**config.mk**
```make
export PLATFORM = sky130hd
export DESIGN_NAME = debounce_sync
export DESIGN_NICKNAME = d
export VERILOG_FILES = /design/src/rtl/debounce_pkg.sv /design/src/rtl/sync_chain.sv /design/src/rtl/debounce_sync.sv
export SDC_FILE = /design/constraint.sdc
export NUM_CORES = 1
export LEC_CHECK = 0
export CAP_MARGIN = 10
export CORE_UTILIZATION = 51
export CTS_CLUSTER_SIZE = 10
export DETAILED_ROUTE_END_ITERATION = 7
export PLACE_DENSITY = 0.75
export SYNTH_ARGS = -nofsm -noshare
export SYNTH_HDL_FRONTEND = slang
export SYNTH_HIERARCHICAL = 1
export SYNTH_SLANG_ARGS = --single-unit
```
**constraint.sdc**
```tcl
create_clock -name clk -period 3.7 [get_ports clk]
set_clock_uncertainty 0.05 [all_clocks]
set_input_delay 0.74 -clock clk [delete_from_list [all_inputs] [get_ports clk]]
set_output_delay 0.74 -clock clk [all_outputs]
set_load 0.005 [all_outputs]
```
**src/rtl/debounce_pkg.sv**
```systemverilog
// Shared types and defaults for the debounce/synchronizer block.
// State encoding and the level/busy decodes live here so other blocks agree on them.
package debounce_pkg;

   typedef enum logic [1:0] {
      IDLE_LO = 2'd0,
      CHK_HI  = 2'd1,
      IDLE_HI = 2'd2,
      CHK_LO  = 2'd3
   } db_state_t;

   localparam int DEF_SYNC_STAGES = 2;
   localparam int DEF_CNT_W       = 16;
   localparam int DEF_STABLE_CNT  = 1000;

   function automatic logic state_level(input db_state_t s);
      logic lvl;
      case (s)
         IDLE_HI: lvl = 1'b1;
         CHK_LO:  lvl = 1'b1;
         IDLE_LO: lvl = 1'b0;
         CHK_HI:  lvl = 1'b0;
         default: lvl = 1'b0;
      endcase
      return lvl;
   endfunction

   function automatic logic state_busy(input db_state_t s);
      logic bsy;
      case (s)
         CHK_HI:  bsy = 1'b1;
         CHK_LO:  bsy = 1'b1;
         IDLE_LO: bsy = 1'b0;
         IDLE_HI: bsy = 1'b0;
         default: bsy = 1'b0;
      endcase
      return bsy;
   endfunction

endpackage

```
**src/rtl/sync_chain.sv**
```systemverilog
// Generic multi-flop synchronizer for a single asynchronous bit.
// Only q (the last stage) is safe to use in the clk domain.
module sync_chain #(
   parameter int STAGES = 2
) (
   input  logic clk,
   input  logic rst,
   input  logic d,
   output logic q
);

   logic [STAGES-1:0] chain_r;

   // shift the raw input through the metastability chain
   always_ff @(posedge clk or posedge rst) begin
      if (rst) begin
         chain_r <= {STAGES{1'b0}};
      end else begin
         chain_r <= {chain_r[STAGES-2:0], d};
      end
   end

   assign q = chain_r[STAGES-1];

endmodule

```
**src/rtl/debounce_sync.sv**
```systemverilog
// Synchronizes a raw pin and accepts a new level only after STABLE_CNT
// consecutive enabled samples agree; emits registered level/rise/fall/busy.
module debounce_sync
   import debounce_pkg::*;
#(
   parameter int SYNC_STAGES = DEF_SYNC_STAGES,
   parameter int CNT_W       = DEF_CNT_W,
   parameter int STABLE_CNT  = DEF_STABLE_CNT
) (
   input  logic clk,
   input  logic rst,
   input  logic din,
   input  logic en,
   output logic level,
   output logic rise,
   output logic fall,
   output logic busy
);

   localparam logic [CNT_W-1:0] CNT_ZERO   = {CNT_W{1'b0}};
   localparam logic [CNT_W-1:0] CNT_ONE    = {{(CNT_W-1){1'b0}}, 1'b1};
   localparam logic [CNT_W-1:0] STABLE_VAL = CNT_W'(STABLE_CNT);

   logic             sync_s;
   db_state_t        state_r;
   db_state_t        state_nxt_s;
   logic [CNT_W-1:0] cnt_r;
   logic [CNT_W-1:0] cnt_nxt_s;
   logic [CNT_W-1:0] cnt_inc_s;
   logic             level_r;
   logic             rise_r;
   logic             fall_r;
   logic             busy_r;
   logic             level_nxt_s;

   sync_chain #(
      .STAGES (SYNC_STAGES)
   ) u_sync (
      .clk (clk),
      .rst (rst),
      .d   (din),
      .q   (sync_s)
   );

   // next-state and counter logic; nothing moves on cycles without en
   always_comb begin
      state_nxt_s = state_r;
      cnt_nxt_s   = cnt_r;
      cnt_inc_s   = cnt_r + CNT_ONE;
      if (en) begin
         case (state_r)
            IDLE_LO: begin
               if (sync_s) begin
                  if (STABLE_VAL == CNT_ONE) begin
                     state_nxt_s = IDLE_HI;
                     cnt_nxt_s   = CNT_ZERO;
                  end else begin
                     state_nxt_s = CHK_HI;
                     cnt_nxt_s   = CNT_ONE;
                  end
               end else begin
                  state_nxt_s = IDLE_LO;
               end
            end
            CHK_HI: begin
               if (sync_s) begin
                  if (cnt_inc_s == STABLE_VAL) begin
                     state_nxt_s = IDLE_HI;
                     cnt_nxt_s   = CNT_ZERO;
                  end else begin
                     cnt_nxt_s   = cnt_inc_s;
                  end
               end else begin
                  state_nxt_s = IDLE_LO;
                  cnt_nxt_s   = CNT_ZERO;
               end
            end
            IDLE_HI: begin
               if (!sync_s) begin
                  if (STABLE_VAL == CNT_ONE) begin
                     state_nxt_s = IDLE_LO;
                     cnt_nxt_s   = CNT_ZERO;
                  end else begin
                     state_nxt_s = CHK_LO;
                     cnt_nxt_s   = CNT_ONE;
                  end
               end else begin
                  state_nxt_s = IDLE_HI;
               end
            end
            CHK_LO: begin
               if (!sync_s) begin
                  if (cnt_inc_s == STABLE_VAL) begin
                     state_nxt_s = IDLE_LO;
                     cnt_nxt_s   = CNT_ZERO;
                  end else begin
                     cnt_nxt_s   = cnt_inc_s;
                  end
               end else begin
                  state_nxt_s = IDLE_HI;
                  cnt_nxt_s   = CNT_ZERO;
               end
            end
            default: begin
               state_nxt_s = IDLE_LO;
               cnt_nxt_s   = CNT_ZERO;
            end
         endcase
      end else begin
         state_nxt_s = state_r;
         cnt_nxt_s   = cnt_r;
      end
   end

   // outputs are decoded from the next state so they update on the same edge as state
   assign level_nxt_s = state_level(state_nxt_s);

   // state, counter and registered output flops
   always_ff @(posedge clk or posedge rst) begin
      if (rst) begin
         state_r <= IDLE_LO;
         cnt_r   <= CNT_ZERO;
         level_r <= 1'b0;
         rise_r  <= 1'b0;
         fall_r  <= 1'b0;
         busy_r  <= 1'b0;
      end else begin
         state_r <= state_nxt_s;
         cnt_r   <= cnt_nxt_s;
         level_r <= level_nxt_s;
         rise_r  <= level_nxt_s & ~level_r;
         fall_r  <= ~level_nxt_s & level_r;
         busy_r  <= state_busy(state_nxt_s);
      end
   end

   assign level = level_r;
   assign rise  = rise_r;
   assign fall  = fall_r;
   assign busy  = busy_r;

endmodule

```
**The metal 1 layer**

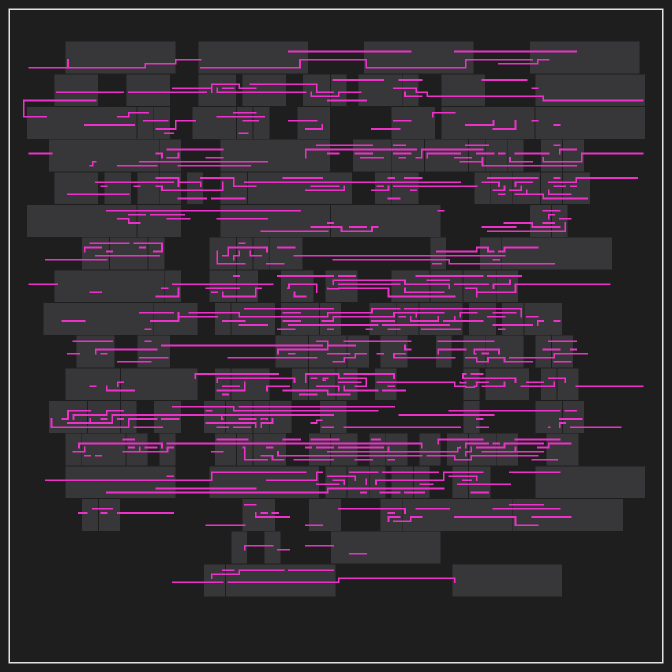
159 nets have wire on it. The longest straight run is 21.2 um. The wires run mostly horizontal. The layer holds 48% of the routed length. The layer carries 1350 um of wire.
Via Count: 1159
total wire length: 2830 um

**Signal wires on met2**

Scale bar: 20 um.
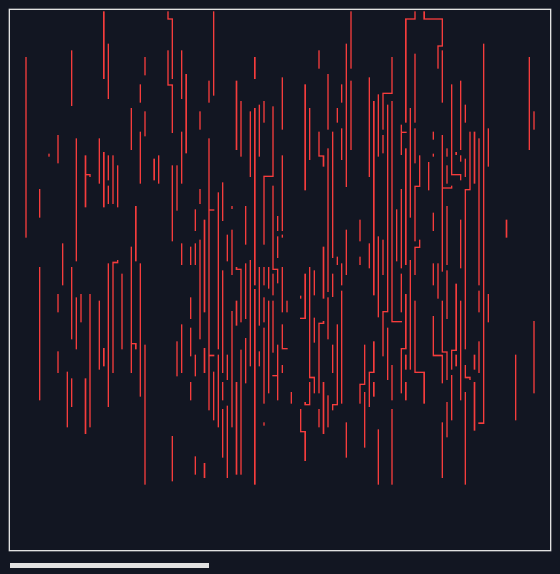
137 nets have wire on it. The layer holds 49% of the routed length. The wires run mostly vertical.
met2 Use GR: 37.8%

==> PnR_summary.wiki <==
== Flow metrics ==
{| class="wikitable"
! Metric !! Value
|-
| Flip-flop cell with the highest count after synthesis || sky130_fd_sc_hd__dfrtp_1
|-
| Setup Buffers After CTS || 0
|-
| Proportion of synthesized flip-flops having asynchronous set or reset || 100%
|-
| Max FFs per register || 16
|-
| Quantity of I/O buffers inserted on ports || 7
|-
| Register area share after synthesis || 41.3%
|-
| Via count of the first global-routing pass || 1057
|-
| Number of max-slew violations in the final report || 0
|-
| Chip area from the yosys synthesis statistics || between 1000 and 1500 sq um
|-
| Via-to-Cell Ratio || 6.07
|-
| Final setup fails || 0
|-
| Ports placed on the boundary || 8
|-
| Most frequent logic cells in the routed design || sky130_fd_sc_hd__dfrtp_1, sky130_fd_sc_hd__nand2_1, sky130_fd_sc_hd__o21ai_0, sky130_fd_sc_hd__inv_1
|-
| Post-placement setup slack || 0.709 ns
|-
| Post-synth design cell area || 1390 sq um
|-
| Path type of the worst min-delay path || reg -> reg
|-
| Most instantiated logic cell after routing || sky130_fd_sc_hd__dfrtp_1
|-
| Worst path cell trace || ha_1 > nand3_4 > nor4_4 > mux2i_1 > nand2_1 > a31oi_1 > a21oi_1 > o21ai_0
|-
| Highest cell delay on the worst timing path || 0.66 ns
|-
| Clock tree from TritonCTS || done
|-
| Avg Cell Area, Syn || just under 9 sq um
|-
| # Max-Cap Violations || 0
|-
| Synth Net Count || about 160
|-
| Achievable clock frequency || 351 MHz
|-
| CTS clock-pin slew for the worst setup and hold paths || 0.13 ns
|-
| Crit-path leading delay family || AND-OR/OR-AND gates
|-
| Number of antenna-violating nets in the routed design || 0
|-
| Count of buffer and inverter cells on the critical path || 0
|-
| Critical Path AT || 3.04 ns
|-
| Largest registers in the final layout || cnt_r (16), state_r (2), u_sync/chain_r (2)
|-
| Pin slew with the least headroom to its limit || 1.06 ns
|-
| Count of clock tree sinks || 23
|-
| Initial antenna violation count || 0
|-
| Chip width || 54.3 um
|-
| Number of hold violations in the final report || 0
|-
| Number of buffers on the longest clock path || 2
|-
| Most frequent cells after synthesis || sky130_fd_sc_hd__dfrtp_1, sky130_fd_sc_hd__nand2_1, sky130_fd_sc_hd__o21ai_0, sky130_fd_sc_hd__inv_1
|-
| Critical path peak fanout || 11
|-
| Startpoint class of the critical path || flip-flop
|-
| Top layer used by detailed routing || met4
|-
| Tool warning count || 26
|-
| Met1 track utilization from global routing || 29.4%
|-
| Cell types occupying the most area after synthesis || sky130_fd_sc_hd__dfrtp_1, sky130_fd_sc_hd__o21ai_0, sky130_fd_sc_hd__nand2_1, sky130_fd_sc_hd__mux2i_1, sky130_fd_sc_hd__inv_1
|-
| Post-synth tally of flip-flops with integrated enable || 0
|-
| Die Size || 2950 sq um
|-
| Vertical die dimension || 54.3 um
|-
| Maximum VDD drop || 0.000254 V
|-
| Final nets || 167
|-
| Library cell with the highest instance count after synthesis || sky130_fd_sc_hd__dfrtp_1
|-
| Fin Setup TNS || 0 ns
|-
| Layout cell share with drive strength beyond 1 || just over 8%
|-
| DP Wirelength || slightly above 2000 um
|-
| Worst r2r src || cnt_r[0]$_DFFE_PP0P_
|-
| Met2 layer wire length in the routed design || 1390 um
|-
| Violation tally from detailed-route iteration zero || around 40
|-
| Final weighted congestion in routability-driven placement || 0.916
|-
| First-pass GRT wire length || 4710 um
|-
| Library cells used by synthesis || 45
|-
| Floorplan Utilization || 55.3%
|-
| Core Area || 2520 sq um
|-
| Number of fill cells || 233
|-
| Average wire per cell in the routed design || 14.8 um
|-
| Top reg by flops || cnt_r
|-
| DRC violation count after routing || 0
|-
| GRT Resource Usage Total || 22.2%
|-
| Number of synthesized register bits || 23
|-
| Master cell of the clock root buffer || sky130_fd_sc_hd__clkbuf_4
|-
| Min Tclk post-route || 2.85 ns
|-
| GRT busiest layer || met2
|-
| Yosys cell count || between 150 and 200
|-
| Leading area contributor after synthesis || sky130_fd_sc_hd__dfrtp_1
|-
| Final core occ || 59.0%
|-
| Worst setup EP type || flip-flop
|-
| Synthesized instance count || 157
|-
| Met3 Routed Length || 69 um
|-
| Insertion delay at the late pin of the worst-skew pair || 0.32 ns
|-
| Slowest cell on crit path || sky130_fd_sc_hd__a31oi_1
|-
| Post-route worst setup slack || between 0.8 and 0.9 ns
|-
| Hold-fix buffer count after cts || 0
|-
| Router iterations before antenna repair || 4
|-
| Maximum number of pins on one net before global-route repair || 22
|-
| Launch point of the critical path || cnt_r[0]$_DFFE_PP0P_
|-
| Hold Path Origin || u_sync/chain_r[0]$_DFF_PP0_
|-
| Syn-to-layout area delta || 6.73%
|-
| Synthesis Warnings || 6
|-
| Critical setup path kind || reg -> reg
|-
| Total CTS buffers || 3
|-
| Outcome || complete, no violations
|-
| Number of gates resized after cts || 0
|-
| Worst relative slew slack || slightly below 30%
|}
**M3 wires**

Scale bar: 20 um.
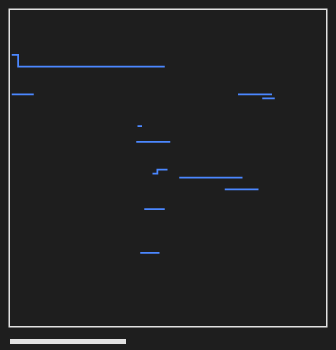
The longest straight run is 25.1 um. The wires run mostly horizontal. The layer holds 2.5% of the routed length.
met3 usage: 2.50%

==> cells by family after synthesis <==
family	after synthesis	synth area share, %
xor+xnor	4	2.51
fa+ha+maj	1	0.898
simple gates	63	27.3
buf+inv	19	6.19
compound gates	42	18.2
flops	23	41.3
mux	5	3.59
==> final cells by class <==
class                           instances  area, sq um  area share (%)
Clock buffer                            3         22.5            1.51
Timing Repair Buffer                    7         70.1            4.71
Multi-Input combinational cell        115          732            49.2
Tap cell                               30         37.5            2.52
Inverter                               12         45.0            3.03
Sequential cell                        23          576            38.7
Clock inverter                          1         5.00           0.336
==> worst paths after layout <==
| path | endpoint | slack (ns) | cells after the start |
|---|---|---|---|
| hold reg to reg | u_sync/chain_r[1]$_DFF_PP0_ | 0.32 | 0 |
| max in group asynchronous | cnt_r[8]$_DFFE_PP0P_ | 2.26 | 2 |
| hold / removal | u_sync/chain_r[1]$_DFF_PP0_ | 0.32 | 0 |
| setup reg to reg | cnt_r[7]$_DFFE_PP0P_ | 0.85 | 8 |
| setup / recovery | cnt_r[7]$_DFFE_PP0P_ | 0.85 | 8 |
| min in group asynchronous | u_sync/chain_r[0]$_DFF_PP0_ | 0.52 | 2 |
==> power breakdown <==
part	total [uW]	internal, uW	leakage (uW)	switching, uW
registers	272	259	0.000311	13.0
clock network	120	40.5	0.0000177	79.7
logic	51.9	21.9	0.000309	30.0
total	444	322	0.000637	123
==> stage by stage <==
step | cells | hold slack, ns | area [sq um]
6_report | 191 | 0.322 | 1490
5_1_grt | 191 | 0.338 | 1490
4_1_cts | 191 | 0.328 | 1490
3_5_place_dp | 187 | 0.297 | 1460
3_3_place_gp | 187 | 0.289 | 1460
2_1_floorplan | 157 | 0.281 | 1390
Power is estimated from default activity; no workload was simulated.
